$ cat src/rtl/pc_seq_pkg.sv
// pc_seq_pkg: shared FSM encoding, word width and PC constants for the PC sequencer
package pc_seq_pkg;
  localparam int WORD_W = 32;
  localparam logic [WORD_W-1:0] WORD_ZERO = '0;
  localparam logic [WORD_W-1:0] PC_INC = 32'd4;
  typedef enum logic [1:0] {IDLE, FETCH, HOLD} state_t;
endpackage

$ cat src/rtl/pc_next_sel.sv
// pc_next_sel: combinational next-PC priority select (pending, jmp, branch, pc+4)
// Ports: pend_i/pend_addr_i pending redirect, jmp_i/jmp_target_i jump,
//        br_i/br_target_i taken branch, pc_i current PC, next_pc_o selected PC.
module pc_next_sel
  import pc_seq_pkg::*;
(
  input  logic              pend_i,
  input  logic [WORD_W-1:0] pend_addr_i,
  input  logic              jmp_i,
  input  logic [WORD_W-1:0] jmp_target_i,
  input  logic              br_i,
  input  logic [WORD_W-1:0] br_target_i,
  input  logic [WORD_W-1:0] pc_i,
  output logic [WORD_W-1:0] next_pc_o
);
  // pc + 4 wraps naturally at 32 bits
  assign next_pc_o = pend_i ? pend_addr_i :
                     jmp_i  ? jmp_target_i :
                     br_i   ? br_target_i : pc_i + PC_INC;
endmodule

$ cat src/rtl/pc_sequencer.sv
// pc_sequencer: fetch PC sequencer with IDLE/FETCH/HOLD FSM, redirect capture and squash
// Ports: clk, rst (sync, active-low), stall, jmp/jmp_target, br_taken/br_target,
//        imem_req/imem_addr/imem_ack fetch handshake, pc, pc_valid, misalign.
// Macro ALIGN_CHECK_EN: trap misaligned targets to EXC_VECTOR and pulse misalign.
module pc_sequencer
  import pc_seq_pkg::*;
#(
  parameter logic [31:0] RESET_VECTOR = 32'h0000_0000,
  parameter logic [31:0] EXC_VECTOR   = 32'h0000_0080
) (
  input  logic        clk,
  input  logic        rst,
  input  logic        stall,
  input  logic        jmp,
  input  logic [31:0] jmp_target,
  input  logic        br_taken,
  input  logic [31:0] br_target,
  output logic        imem_req,
  output logic [31:0] imem_addr,
  input  logic        imem_ack,
  output logic [31:0] pc,
  output logic        pc_valid,
  output logic        misalign
);
`ifdef ALIGN_CHECK_EN
  localparam bit ALIGN_EN = 1'b1;
`else
  localparam bit ALIGN_EN = 1'b0;
`endif
  state_t state_q;
  logic [WORD_W-1:0] pc_q, redir_addr_q, next_pc, pc_d, live_tgt;
  logic redir_pend_q, misalign_q, live, bad, redirect;
  assign live     = jmp | br_taken;
  assign redirect = live | redir_pend_q;
  // jmp beats br_taken when both are raised
  assign live_tgt = jmp ? jmp_target : br_target;
  pc_next_sel u_sel (
    .pend_i      (redir_pend_q),
    .pend_addr_i (redir_addr_q),
    .jmp_i       (jmp),
    .jmp_target_i(jmp_target),
    .br_i        (br_taken),
    .br_target_i (br_target),
    .pc_i        (pc_q),
    .next_pc_o   (next_pc)
  );
  assign bad  = ALIGN_EN && (next_pc[1:0] != 2'b00);
  assign pc_d = bad ? EXC_VECTOR : next_pc;
  // outputs are gated by rst so they read 0 for the whole reset cycle
  assign imem_req  = rst && state_q == FETCH;
  assign imem_addr = pc_q;
  assign pc        = pc_q;
  assign pc_valid  = imem_req && imem_ack && !redirect;
  assign misalign  = rst && misalign_q;
  always_ff @(posedge clk) begin
    if (!rst) begin
      state_q      <= IDLE;
      pc_q         <= RESET_VECTOR;
      redir_pend_q <= 1'b0;
      redir_addr_q <= WORD_ZERO;
      misalign_q   <= 1'b0;
    end else begin
      misalign_q <= 1'b0;
      unique case (state_q)
        IDLE: state_q <= FETCH;
        FETCH: begin
          if (imem_ack) begin
            // a redirect squashes the fetch and ignores stall
            if (redirect || !stall) begin
              pc_q         <= pc_d;
              misalign_q   <= bad;
              redir_pend_q <= 1'b0;
            end
            state_q <= (!redirect && stall) ? HOLD : FETCH;
          end else if (live) begin
            redir_pend_q <= 1'b1;
            redir_addr_q <= live_tgt;
          end
        end
        HOLD: begin
          if (!stall) begin
            pc_q         <= pc_d;
            misalign_q   <= bad;
            redir_pend_q <= 1'b0;
            state_q      <= FETCH;
          end else if (live) begin
            redir_pend_q <= 1'b1;
            redir_addr_q <= live_tgt;
          end
        end
        default: state_q <= IDLE;
      endcase
    end
  end
endmodule

$ cat config.mk
export PLATFORM = sky130hd
export DESIGN_NAME = pc_sequencer
export DESIGN_NICKNAME = d
export VERILOG_FILES = /design/src/rtl/pc_seq_pkg.sv /design/src/rtl/pc_next_sel.sv /design/src/rtl/pc_sequencer.sv
export SDC_FILE = /design/constraint.sdc
export NUM_CORES = 1
export LEC_CHECK = 0
export CAP_MARGIN = 20
export CORE_ASPECT_RATIO = 1.75
export CORE_MARGIN = 3
export CORE_UTILIZATION = 35
export CTS_BUF_LIST = sky130_fd_sc_hd__clkbuf_8
export DETAILED_ROUTE_END_ITERATION = 12
export HOLD_SLACK_MARGIN = 0.08
export SLEW_MARGIN = 10
export SYNTH_ARGS = -nofsm -noshare
export SYNTH_HDL_FRONTEND = slang
export SYNTH_HIERARCHICAL = 1
export SYNTH_SLANG_ARGS = --single-unit
$ cat constraint.sdc
create_clock -name clk -period 4.61 [get_ports clk]
set_clock_uncertainty 0.1 [all_clocks]
set_input_delay 0.922 -clock clk [delete_from_list [all_inputs] [get_ports clk]]
set_output_delay 0.922 -clock clk [all_outputs]
set_load 0.005 [all_outputs]
Fig. 1: supply network
Pins as bars on the die edge.
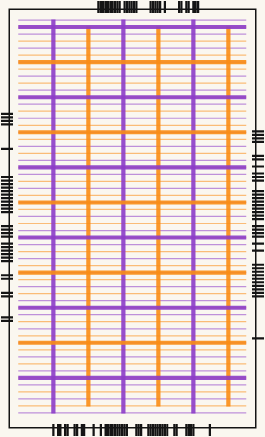
- purple: VSS
- orange: VDD
- met4 straps: 6
- met1 rails: 57

Fig. 2: placement by cell class
Scale bar: 20 microns.
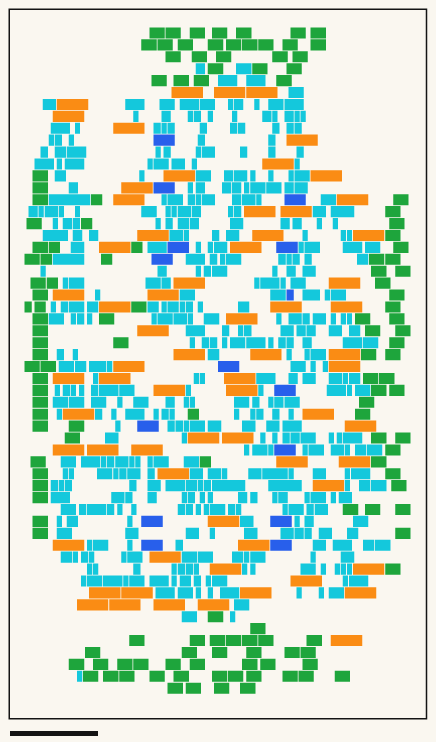
- blue: clock drivers and dummy loads (cells 15)
- orange: flops (cells 67)
- cyan: combinational and other logic (cells 451)
- green: other buffers and delay cells (cells 144)

Fig. 3: routed clock nets over the placement
Scale bar: 20 microns.
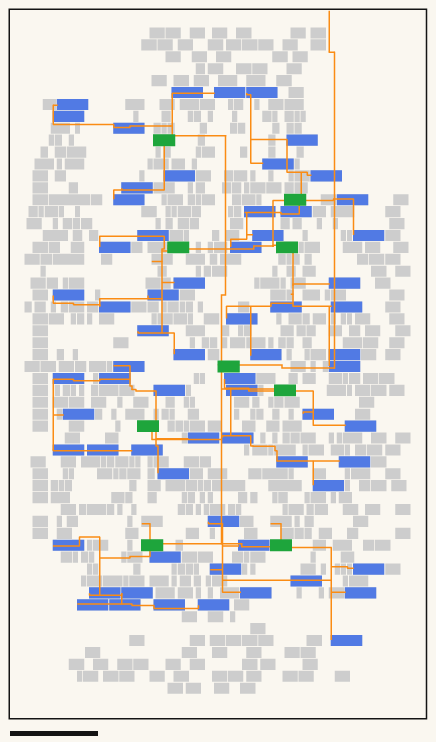
- orange: clock wires (length 1060 microns)
- blue: flip-flops (count 67)
- green: clock drivers (count 9)
- routed clock nets: 10
- flops lie: widely spread

==> reports/results.txt <==
Outcome -> complete, no violations
Reg clk slew, reported paths -> 0.07 ns
Yosys reg bits -> 67
Vias -> 4570
CP max-delay cell -> clkdlybuf4s50_1
Power of the combinational group -> 0.684 mW
Pwr Total -> 1.93 mW
Cts repair resizes -> 0
Area grow syn2layout -> 27.9%
Met3 WL -> 761 microns
Core Region -> 13500 sq um
Yosys Instances -> 592
Post-CTS Setup Repair Bufs -> 0
Clock sinks -> 67
CTS tree -> done
Adder Share, Synth -> 1.29%
Vias/cell -> 5.37
Top area cell types -> dfxtp_1, mux2i_1, nand2_1
Top pwr grp -> sequential cells
Nature of the critical path endpoint -> output pin
Synth unique cells -> 52
Number of enable flip-flop cells -> 0
CP dominant cell by count -> clkdlybuf4s50_1
Setup Total Neg Slack -> 0 ns
==> sequential cells by signal, indices dropped and copies added, names as in the netlist <==
register,flops
redir_pend_q,1
imem_addr,32
state_q,2
redir_addr_q,32
==> layout by cell type, fill, tap and decap left out, types with 14 or more instances in the layout <==
master / synthesis / layout
dfxtp_1: 67 / 67
o21ai_0: 28 / 28
clkdlybuf4s50_1: 0 / 133
mux2i_1: 67 / 67
clkbuf_8: 0 / 14
xor2_1: 15 / 15
a21oi_1: 28 / 28
nand2_1: 105 / 105
nor2_1: 50 / 50
a211oi_2: 28 / 28
==> critical path: cells and delay by family <==
kind                   cells  cell delay [ns]
AND/OR/NAND/NOR            2             0.39
buffers and inverters      3             1.11
==> metrics by stage <==
stage	util (%)	instances	instance area [sq um]	worst slack [ns]
after floorplan	-	592	4840	2.11
after global placement	44.6	836	6000	1.17
after detailed placement	44.6	836	6000	1.16
after CTS	46.1	851	6200	1.16
after global routing	46.1	851	6200	1.10
final	46.1	851	6200	1.17
==> path summary, 6_finish.rpt <==
| kind | from | end | slack [ns] |
|---|---|---|---|
| setup / recovery | br_taken | pc_valid | 1.17 |
| setup reg to reg | imem_addr[14] | imem_addr[31] | 2.25 |
| hold reg to reg | state_q[1] | state_q[1] | 0.40 |
| hold / removal | state_q[1] | state_q[1] | 0.40 |
==> cell families (layout without fill, tap and decap cells) <==
group,Yosys count,after routing
compound gates,137,137
xor+xnor,26,26
fa+ha+maj,5,5
buf+inv,84,169
flops,67,67
mux,68,68
other cells,1,1
simple gates,204,204
==> cell type report <==
cell class,count,area (sq um)
flip-flops and latches,67,1340
inverters,10,37.5
multi-input cells,441,2990
clock buffers,14,193
repair buffers,144,1410
fillers,1358,7250
clock inverters,1,5.00
well taps,174,218
Power is estimated from default activity; no workload was simulated.
